Met3 routing:
(2 px per µm)
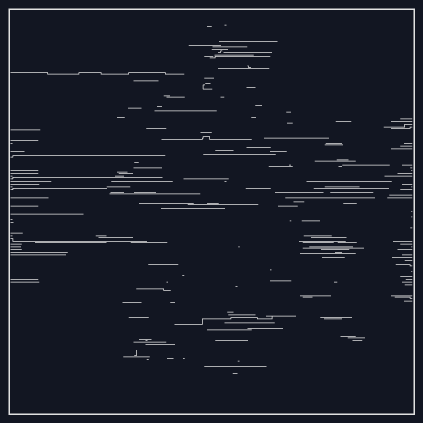
Routed clock nets over the placement:
(2 px per µm)
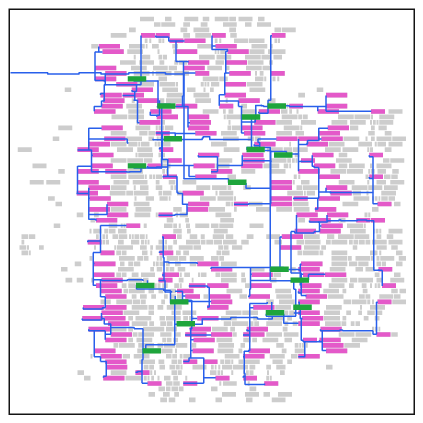
Logic cells by family:
(1.5 px per µm)
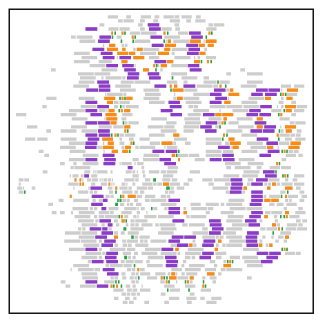
--- src/rtl/reg_writeback_sequencer.sv ---
// Writeback sequencer: buffers register writebacks in a small FIFO, drains
// one per cycle onto the register bank write port, and exposes a
// combinational lookup of pending (uncommitted) values for forwarding.
module reg_writeback_sequencer #(
  parameter int DEPTH  = 4,
  parameter int DATA_W = 32,
  parameter int ADDR_W = 5
) (
  input  logic                       CLK,
  input  logic                       RST,
  input  logic                       WB_VALID,
  output logic                       WB_READY,
  input  logic [ADDR_W-1:0]          WB_REG,
  input  logic [DATA_W-1:0]          WB_DATA,
  input  logic                       HOLD,
  input  logic [ADDR_W-1:0]          LOOKUP_REG,
  output logic                       LOOKUP_HIT,
  output logic [DATA_W-1:0]          LOOKUP_DATA,
  output logic                       REG_WRITE,
  output logic [ADDR_W-1:0]          WRITE_REGISTER,
  output logic [DATA_W-1:0]          WRITE_DATA,
  output logic [$clog2(DEPTH):0]     PENDING
);
  localparam int PTR_W = $clog2(DEPTH);
  localparam int CNT_W = PTR_W + 1;

  logic [ADDR_W-1:0] mem_reg_q  [DEPTH];
  logic [DATA_W-1:0] mem_data_q [DEPTH];
  logic [PTR_W-1:0]  wptr_q, rptr_q;
  logic [CNT_W-1:0]  cnt_q, cnt_d;
  logic              wr_q;
  logic [ADDR_W-1:0] wreg_q;
  logic [DATA_W-1:0] wdata_q;

  logic push, pop, lk_hit;
  logic [DATA_W-1:0] lk_data;

  // Ready depends only on registered occupancy, never on a same-cycle pop.
  // Writes to r0 are accepted but never enqueued (r0 is hardwired zero).
  always_comb begin
    WB_READY = !RST && (cnt_q < CNT_W'(DEPTH));
    push     = WB_VALID && WB_READY && (WB_REG != '0);
    pop      = (cnt_q != '0) && !HOLD;
    cnt_d    = cnt_q;
    if (push && !pop) cnt_d = cnt_q + CNT_W'(1);
    else if (pop && !push) cnt_d = cnt_q - CNT_W'(1);
  end

  // Pointers, occupancy and the write-port output stage.
  always_ff @(posedge CLK) begin
    if (RST) begin
      wptr_q  <= '0;
      rptr_q  <= '0;
      cnt_q   <= '0;
      wr_q    <= 1'b0;
      wreg_q  <= '0;
      wdata_q <= '0;
    end else begin
      cnt_q <= cnt_d;
      wr_q  <= pop;
      if (push) wptr_q <= wptr_q + PTR_W'(1);
      if (pop) begin
        rptr_q  <= rptr_q + PTR_W'(1);
        wreg_q  <= mem_reg_q[rptr_q];
        wdata_q <= mem_data_q[rptr_q];
      end
    end
  end

  // FIFO storage; contents are only meaningful below the occupancy count.
  always_ff @(posedge CLK) begin
    if (push) begin
      mem_reg_q[wptr_q]  <= WB_REG;
      mem_data_q[wptr_q] <= WB_DATA;
    end
  end

  // Forwarding lookup: scan oldest to newest so the newest match wins;
  // the output stage is older than every FIFO entry.
  always_comb begin
    lk_hit  = 1'b0;
    lk_data = '0;
    if (wr_q && (wreg_q == LOOKUP_REG)) begin
      lk_hit  = 1'b1;
      lk_data = wdata_q;
    end
    for (int k = 0; k < DEPTH; k++) begin
      if ((CNT_W'(k) < cnt_q) && (mem_reg_q[rptr_q + PTR_W'(k)] == LOOKUP_REG)) begin
        lk_hit  = 1'b1;
        lk_data = mem_data_q[rptr_q + PTR_W'(k)];
      end
    end
    if (LOOKUP_REG == '0) begin
      lk_hit  = 1'b0;
      lk_data = '0;
    end
  end

  assign LOOKUP_HIT     = lk_hit;
  assign LOOKUP_DATA    = lk_data;
  assign REG_WRITE      = wr_q;
  assign WRITE_REGISTER = wreg_q;
  assign WRITE_DATA     = wdata_q;
  assign PENDING        = cnt_q;
endmodule
--- config.mk ---
export PLATFORM = sky130hd
export DESIGN_NAME = reg_writeback_sequencer
export DESIGN_NICKNAME = d
export VERILOG_FILES = /design/src/rtl/reg_writeback_sequencer.sv
export SDC_FILE = /design/constraint.sdc
export NUM_CORES = 1
export LEC_CHECK = 0
export CAP_MARGIN = 20
export CORE_MARGIN = 3
export CORE_UTILIZATION = 30
export DETAILED_ROUTE_END_ITERATION = 7
export RECOVER_POWER = 50
export SYNTH_ARGS = -nofsm -noshare
export SYNTH_HDL_FRONTEND = slang
export SYNTH_SLANG_ARGS = --single-unit
--- constraint.sdc ---
create_clock -name CLK -period 3.15 [get_ports CLK]
set_input_delay 0.63 -clock CLK [delete_from_list [all_inputs] [get_ports CLK]]
set_output_delay 0.63 -clock CLK [all_outputs]
set_load 0.05 [all_outputs]
==> results.yml <==
# physical design summary
cts:
  cts-root-buf: "clkbuf_16"
  numCtsBuffers: 17
  clock-sinks: 195
  clock.latency.late_pin_ns: 0.45
  clk_pin_slew_worst_paths_ns: 0.07
layout:
  seq_share: 0.3397
  syn_to_final_growth_pct: 38.28
  diodes: 0
  seq_cells: 195
  inverters: 7
status:
  violations: "negative setup slack"
  outcome: "finished, violations left"
worst_hold_path:
  holdCritStartpoint: "WRITE_DATA[31]"
pwr:
  p_seq_mw: 3.34
  irDropWorstVdd_mv: 0.3792
  switching_share: 0.3885
  seqPwrFrac: 0.295
  p_sw_mw: 4.401
  p_leak_nw: 4.927
final_timing:
  fin_skew_ns: 0.01143
  slew_headroom: 0.2710
  fin_ws_ns: -0.6231
  finalHoldViolCount: 0
  rsz0062_at_grt: "yes"
  setup_viol: 33
floorplan:
  ioPinCount: 121
  core_area_um2: 37670
  die_w_um: 201.7
  placementRows: 71
  die.size.y_um: 201.7
grt:
  antenna_found_initial: 2
  grt_pass1_vias: 8248
synth:
  synth_cell_types: 45
  avgSynthCellArea_um2: 14.19
  synthCells: 810
  netlist_area_um2: 11490
  synth-area-yosys_um2: 11490
  most_common_cell: "edfxtp_1"
detailed_routing:
  drtIter0Drc: 464
  via_count: 8212
  detail_route.wl_per_cell_um: 21.78
placement:
  port-buffer-count: 120
  place_hpwl_mm: 22.19
worst_setup_path:
  worstSetupEndpointType: "output pin"
  worstSetupStartpointType: "register"
-- 'met3 routing' (at the start) --
share of all routed wire	7.6%
longest straight run	76.1 µm
nets with wire on the layer	135
wire length on this layer	2,510 µm

-- 'routed clock nets over the placement' (at the start) --
[cells driving clock nets] green | count: 17
[flip-flops] magenta | count: 195
[clock wires] blue | length: 2,480 µm
routed clock nets	18

-- 'logic cells by family' (at the start) --
family	colour	cells	most used
inverting AOI/OAI gates	orange	133	a21oi_1
multiplexers	purple	152	mux4_2
NAND gates	green	84	nand2_1

## state kept, by name, indices dropped and copies added, names as in the netlist, named ones only
name / flops
WRITE_REGISTER: 5
rptr_q: 2
mem_reg_q: 20
mem_data_q: 128
WRITE_DATA: 32
wptr_q: 2
PENDING: 3
REG_WRITE: 1
## cells by family (layout without fill, tap and decap cells)
kind of cell,count (synthesis),after routing,synth area share
flops,195,195,0.4686
buf+inv,82,271,0.03376
mux,152,152,0.2915
compound gates,134,134,0.07992
xor+xnor,31,31,0.02363
simple gates,207,207,0.09277
fa+ha+maj,9,9,0.009800
## stage by stage
stage	util	setup TNS, ns
2_1_floorplan	-	-1.677
6_report	0.4219	-18.91
3_5_place_dp	0.3923	-16.45
3_3_place_gp	0.3923	-15.67
5_1_grt	0.4219	-23.89
4_1_cts	0.4189	-19.86
## worst max-delay path: cells and delay by family (launching register included)
kind,cells,cell delay [ns]
buffers and inverters,5,0.81
XOR/XNOR,1,0.15
AND-OR/OR-AND,2,0.66
multiplexers,1,0.49
AND/OR/NAND/NOR,2,0.13
flip-flops,1,0.44
## final timing paths
check	to	cells past startpoint	slack, ns
setup reg to reg	mem_reg_q[1][0]	7	0.63
setup / recovery	LOOKUP_DATA[31]	11	-0.62
hold / removal	WRITE_DATA[31]	2	0.47
hold reg to reg	WRITE_DATA[31]	2	0.47
## metal layers
| metal | GRT usage | vias to the layer above | routed length [µm] |
|---|---|---|---|
| met1 | 0.2083 | 4248 | 13270 |
| met2 | 0.2728 | 306 | 16500 |
| met5 | 0 | - | 13 |
| met4 | 0.04510 | 2 | 601 |
| li1 | - | 3615 | - |
| met3 | 0.04028 | 41 | 2508 |
## timing repair
action,in CTS,in global routing
endpoints found under the setup margin,33,33
gates resized,75,11
pin swaps,28,12
buffers inserted,14,9
cloned,0,0
endpoints found under the hold margin,0,0
No activity file was given, so power comes from the tool's default toggle rates.
